==> src/rtl/mips_pkg.sv <==
// Shared MIPS datapath definitions: default widths, memory access size codes
// and the EX->MEM payload layout.
package mips_pkg;

  localparam int DEF_DATA_W     = 32;
  localparam int DEF_REG_ADDR_W = 5;
  localparam int DEF_SIZE_W     = 2;

  localparam logic [1:0] MEM_SIZE_BYTE = 2'b00;
  localparam logic [1:0] MEM_SIZE_HALF = 2'b01;
  localparam logic [1:0] MEM_SIZE_WORD = 2'b10;

  localparam logic [1:0] OCC_EMPTY = 2'd0;
  localparam logic [1:0] OCC_ONE   = 2'd1;
  localparam logic [1:0] OCC_TWO   = 2'd2;

  typedef struct packed {
    logic [DEF_DATA_W-1:0]     alu_out;
    logic [DEF_DATA_W-1:0]     write_data;
    logic [DEF_REG_ADDR_W-1:0] write_reg;
    logic                      reg_write;
    logic                      mem_to_reg;
    logic                      mem_write;
    logic [DEF_SIZE_W-1:0]     mem_size;
  } em_payload_t;

endpackage

==> src/rtl/pipe_slot.sv <==
// One pipeline holding slot: a payload register with load enable plus a
// valid bit that is rewritten every cycle.
module pipe_slot #(
  parameter int W = 8
) (
  input  logic         clk,
  input  logic         reset,
  input  logic         load_i,
  input  logic         valid_d_i,
  input  logic [W-1:0] data_i,
  output logic         valid_o,
  output logic [W-1:0] data_o
);

  logic         valid_q;
  logic [W-1:0] data_q;
  logic [W-1:0] data_d;

  always_comb begin
    data_d = data_q;
    if (load_i) begin
      data_d = data_i;
    end else begin
      data_d = data_q;
    end
  end

  always_ff @(posedge clk) begin
    if (reset) begin
      valid_q <= 1'b0;
      data_q  <= '0;
    end else begin
      valid_q <= valid_d_i;
      data_q  <= data_d;
    end
  end

  assign valid_o = valid_q;
  assign data_o  = data_q;

endmodule

==> src/rtl/em_pipe_reg.sv <==
// EX->MEM pipeline register with valid/ready handshake, optional one-entry
// skid buffer (registered ReadyE), synchronous flush and access-size field.
module em_pipe_reg
  import mips_pkg::*;
#(
  parameter int DATA_W     = DEF_DATA_W,
  parameter int REG_ADDR_W = DEF_REG_ADDR_W,
  parameter int SIZE_W     = DEF_SIZE_W,
  parameter int SKID       = 1
) (
  input  logic                  clk,
  input  logic                  reset,
  input  logic                  FlushM,
  input  logic                  ValidE,
  output logic                  ReadyE,
  input  logic [DATA_W-1:0]     ALUOutE,
  input  logic [DATA_W-1:0]     WriteDataE,
  input  logic [REG_ADDR_W-1:0] WriteRegE,
  input  logic                  RegWriteE,
  input  logic                  MemtoRegE,
  input  logic                  MemWriteE,
  input  logic [SIZE_W-1:0]     MemSizeE,
  output logic                  ValidM,
  input  logic                  ReadyM,
  output logic [DATA_W-1:0]     ALUOutM,
  output logic [DATA_W-1:0]     WriteDataM,
  output logic [REG_ADDR_W-1:0] WriteRegM,
  output logic                  RegWriteM,
  output logic                  MemtoRegM,
  output logic                  MemWriteM,
  output logic [SIZE_W-1:0]     MemSizeM,
  output logic [1:0]            Occupancy
);

  localparam int PW = 2 * DATA_W + REG_ADDR_W + 3 + SIZE_W;

  logic [PW-1:0] pay_e, main_in, main_data, skid_data;
  logic [1:0]    occ_q, occ_d;
  logic          main_v, skid_v;
  logic          main_load, skid_load, main_from_skid;
  logic          in_fire, out_fire;
  logic          rw_raw, mw_raw;

  assign pay_e    = {ALUOutE, WriteDataE, WriteRegE, RegWriteE, MemtoRegE, MemWriteE, MemSizeE};
  assign in_fire  = ValidE & ReadyE;
  assign out_fire = main_v & ReadyM;

  always_comb begin
    occ_d          = occ_q;
    main_load      = 1'b0;
    skid_load      = 1'b0;
    main_from_skid = 1'b0;
    if (FlushM) begin
      occ_d = OCC_EMPTY;
    end else if (SKID != 0) begin
      case (occ_q)
        OCC_EMPTY: begin
          if (in_fire) begin
            main_load = 1'b1;
            occ_d     = OCC_ONE;
          end else begin
            occ_d = OCC_EMPTY;
          end
        end
        OCC_ONE: begin
          if (in_fire && out_fire) begin
            main_load = 1'b1;
          end else if (in_fire) begin
            skid_load = 1'b1;
            occ_d     = OCC_TWO;
          end else if (out_fire) begin
            occ_d = OCC_EMPTY;
          end else begin
            occ_d = OCC_ONE;
          end
        end
        OCC_TWO: begin
          // The skid entry is always younger, so it refills main on drain.
          if (out_fire) begin
            main_load      = 1'b1;
            main_from_skid = 1'b1;
            occ_d          = OCC_ONE;
          end else begin
            occ_d = OCC_TWO;
          end
        end
        default: occ_d = OCC_EMPTY;
      endcase
    end else begin
      if (in_fire) begin
        main_load = 1'b1;
        occ_d     = OCC_ONE;
      end else if (out_fire) begin
        occ_d = OCC_EMPTY;
      end else begin
        occ_d = occ_q;
      end
    end
  end

  always_ff @(posedge clk) begin
    if (reset) begin
      occ_q <= OCC_EMPTY;
    end else begin
      occ_q <= occ_d;
    end
  end

  assign main_in = main_from_skid ? skid_data : pay_e;

  pipe_slot #(.W(PW)) u_main (
    .clk       (clk),
    .reset     (reset),
    .load_i    (main_load),
    .valid_d_i (occ_d != OCC_EMPTY),
    .data_i    (main_in),
    .valid_o   (main_v),
    .data_o    (main_data)
  );

  if (SKID != 0) begin : g_skid
    pipe_slot #(.W(PW)) u_skid (
      .clk       (clk),
      .reset     (reset),
      .load_i    (skid_load),
      .valid_d_i (occ_d == OCC_TWO),
      .data_i    (pay_e),
      .valid_o   (skid_v),
      .data_o    (skid_data)
    );
    assign ReadyE = ~reset & ~skid_v;
  end else begin : g_noskid
    assign skid_v    = 1'b0;
    assign skid_data = '0;
    assign ReadyE    = ~reset & (~main_v | ReadyM);
  end

  assign {ALUOutM, WriteDataM, WriteRegM, rw_raw, MemtoRegM, mw_raw, MemSizeM} = main_data;
  assign ValidM    = main_v;
  assign RegWriteM = rw_raw & main_v;
  assign MemWriteM = mw_raw & main_v;
  assign Occupancy = skid_v ? OCC_TWO : (main_v ? OCC_ONE : OCC_EMPTY);

endmodule
==> config.mk <==
export PLATFORM = sky130hd
export DESIGN_NAME = em_pipe_reg
export DESIGN_NICKNAME = d
export VERILOG_FILES = /design/src/rtl/mips_pkg.sv /design/src/rtl/pipe_slot.sv /design/src/rtl/em_pipe_reg.sv
export SDC_FILE = /design/constraint.sdc
export NUM_CORES = 1
export LEC_CHECK = 0
export ABC_AREA = 1
export CAP_MARGIN = 20
export CELL_PAD_IN_SITES_DETAIL_PLACEMENT = 0
export CELL_PAD_IN_SITES_GLOBAL_PLACEMENT = 1
export CORE_AREA = 2 2 145 147
export CTS_BUF_LIST = sky130_fd_sc_hd__clkbuf_8
export CTS_CLUSTER_DIAMETER = 80
export CTS_CLUSTER_SIZE = 20
export DETAILED_ROUTE_END_ITERATION = 12
export DIE_AREA = 0 0 147 149
export PLACE_DENSITY = 0.94
export SYNTH_ARGS = -nofsm -noshare
export SYNTH_HDL_FRONTEND = slang
export SYNTH_SLANG_ARGS = --single-unit
==> constraint.sdc <==
create_clock -name clk -period 1.41 [get_ports clk]
set_input_delay 0.282 -clock clk [delete_from_list [all_inputs] [get_ports clk]]
set_output_delay 0.282 -clock clk [all_outputs]
set_load 0.02 [all_outputs]
Figure 1. Logic cells by family.
Drawn at 3 px/µm.
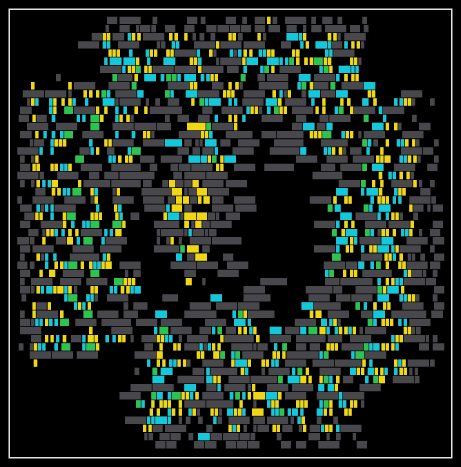
- aoi and oai cells: green (cells 75; most used o21ai_1; where widely spread)
- nor cells: cyan (cells 303; most used nor2_1; where widely spread)
- nand cells: yellow (cells 392; most used nand2_1; where widely spread)

Figure 2. Metal layers overlaid.
Drawn at 2 px/µm. Two of the layers only.
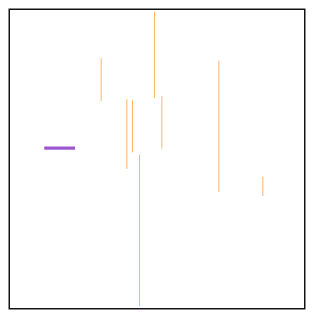
- metal 5: purple (wire length 13.8 µm)
- metal 4: orange (wire length 301 µm)

==> Slide: Implementation Results <==
Physical Implementation Snapshot

Critical path
  • R2R Path End: g_skid.u_skid.data_o[24]
  • CP startpoint kind: input pin
  • Crit-path cells: clkdlybuf4s50_1 > inv_1 > nor2_4 > nand2_2 > nand3_4 > nand2_4 > buf_12 > clkbuf_16 > nor2_1 > nor2_1
  • Worst path max stage delay: approximately 0.56 ns
  • Worst reg2reg path depth: 11
  • Worst setup endpoint: u_main.data_o[12]
  • Crit path DRT: between 1.5 and 2 ns
  • CP Launch Point: ValidE

Synthesis
  • Yosys cell types: 16
  • Sequential area share after synthesis: 0.414
  • Synth Flop Type: dfxtp_1
  • Count leader, synth: nand2_1
  • Mux share: 0
  • Syn_area_per_cell: 6.40 µm²
  • Yosys xor share: 0
  • Share of the synthesized area in the top cell type: 0.414

Floorplan
  • DIE HEIGHT: 149 µm
  • Tap cells: ~280
  • Die width: between 100 and 150 µm

STA
  • Setup tns final: -13.49 ns
  • Slew headroom: 0.746
  • Final WS setup: -0.143 ns
  • Tcrit/Tclk final: 1.10
  • Fmax: roughly 0.64 GHz
  • Slew Limit Fails: 0
  • Setup violators final: about 150

Run status
  • Status: finished with violations
  • Failing checks: setup timing

CTS
  • H-tree depth: 4
  • Post-CTS Hold Buffers: 0
  • Clock-pin slew on the worst setup and hold paths: 0.09 ns
  • Root Buffer: clkbuf_8

Route
  • Met1 Wirelength: approximately 10 mm
  • Total number of vias: between 6,000 and 7,000
  • Max Used Layer: met5
  • 1st-pass router iterations: 5
  • Antenna viol nets, final: 0

Pwr
  • Flop pwr share: 0.471
  • P_int: between 6000 and 7000 µW
  • Sw Share: 0.270
  • Clock power share: 0.391
  • Max power group: registers

Finish
  • Layout Cells excl Fill: between 1,500 and 2,000
  • Clk cell area share: 0.0407
  • Non-clock inverters: roughly 91
  • Diodes inserted: 0

Min path
  • Worst Hold Path EP: g_skid.u_skid.valid_o

Placed design
  • DP HPWL: around 11 mm
  • GPL Wtd Cong: 0.792

GRT
  • Met3 Usage GRT: 0.0364
Figure 3. Congestion heat map.
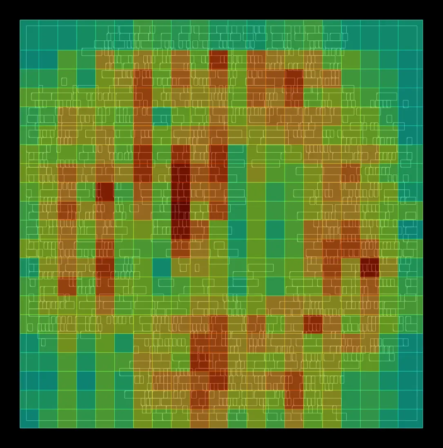
global routing met2 resource utilization: 0.318
GRT Total Usage: 0.188
met1 usage: 0.244

Figure 4. Layout detail.
Window x 58 to 88, y 89 to 119 µm. Cells in grey, sequential cells in the stronger grey; small squares are vias.
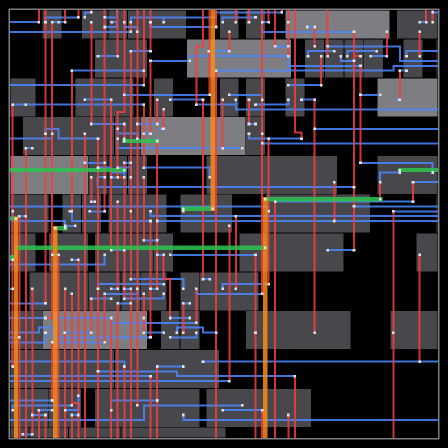
- metal 4: orange
- metal 1: blue
- metal 3: green
- metal 2: red
- most frequent: nand2_1 (12), nor2_1 (9), buf_12 (7)
- netlist names of flops here include: `g_skid.u_skid.data_o` (3), `u_main.data_o` (3)
- cells with their middle in the window: 58
- sequential cells in the window: 6

No activity file was given, so power comes from the tool's default toggle rates.
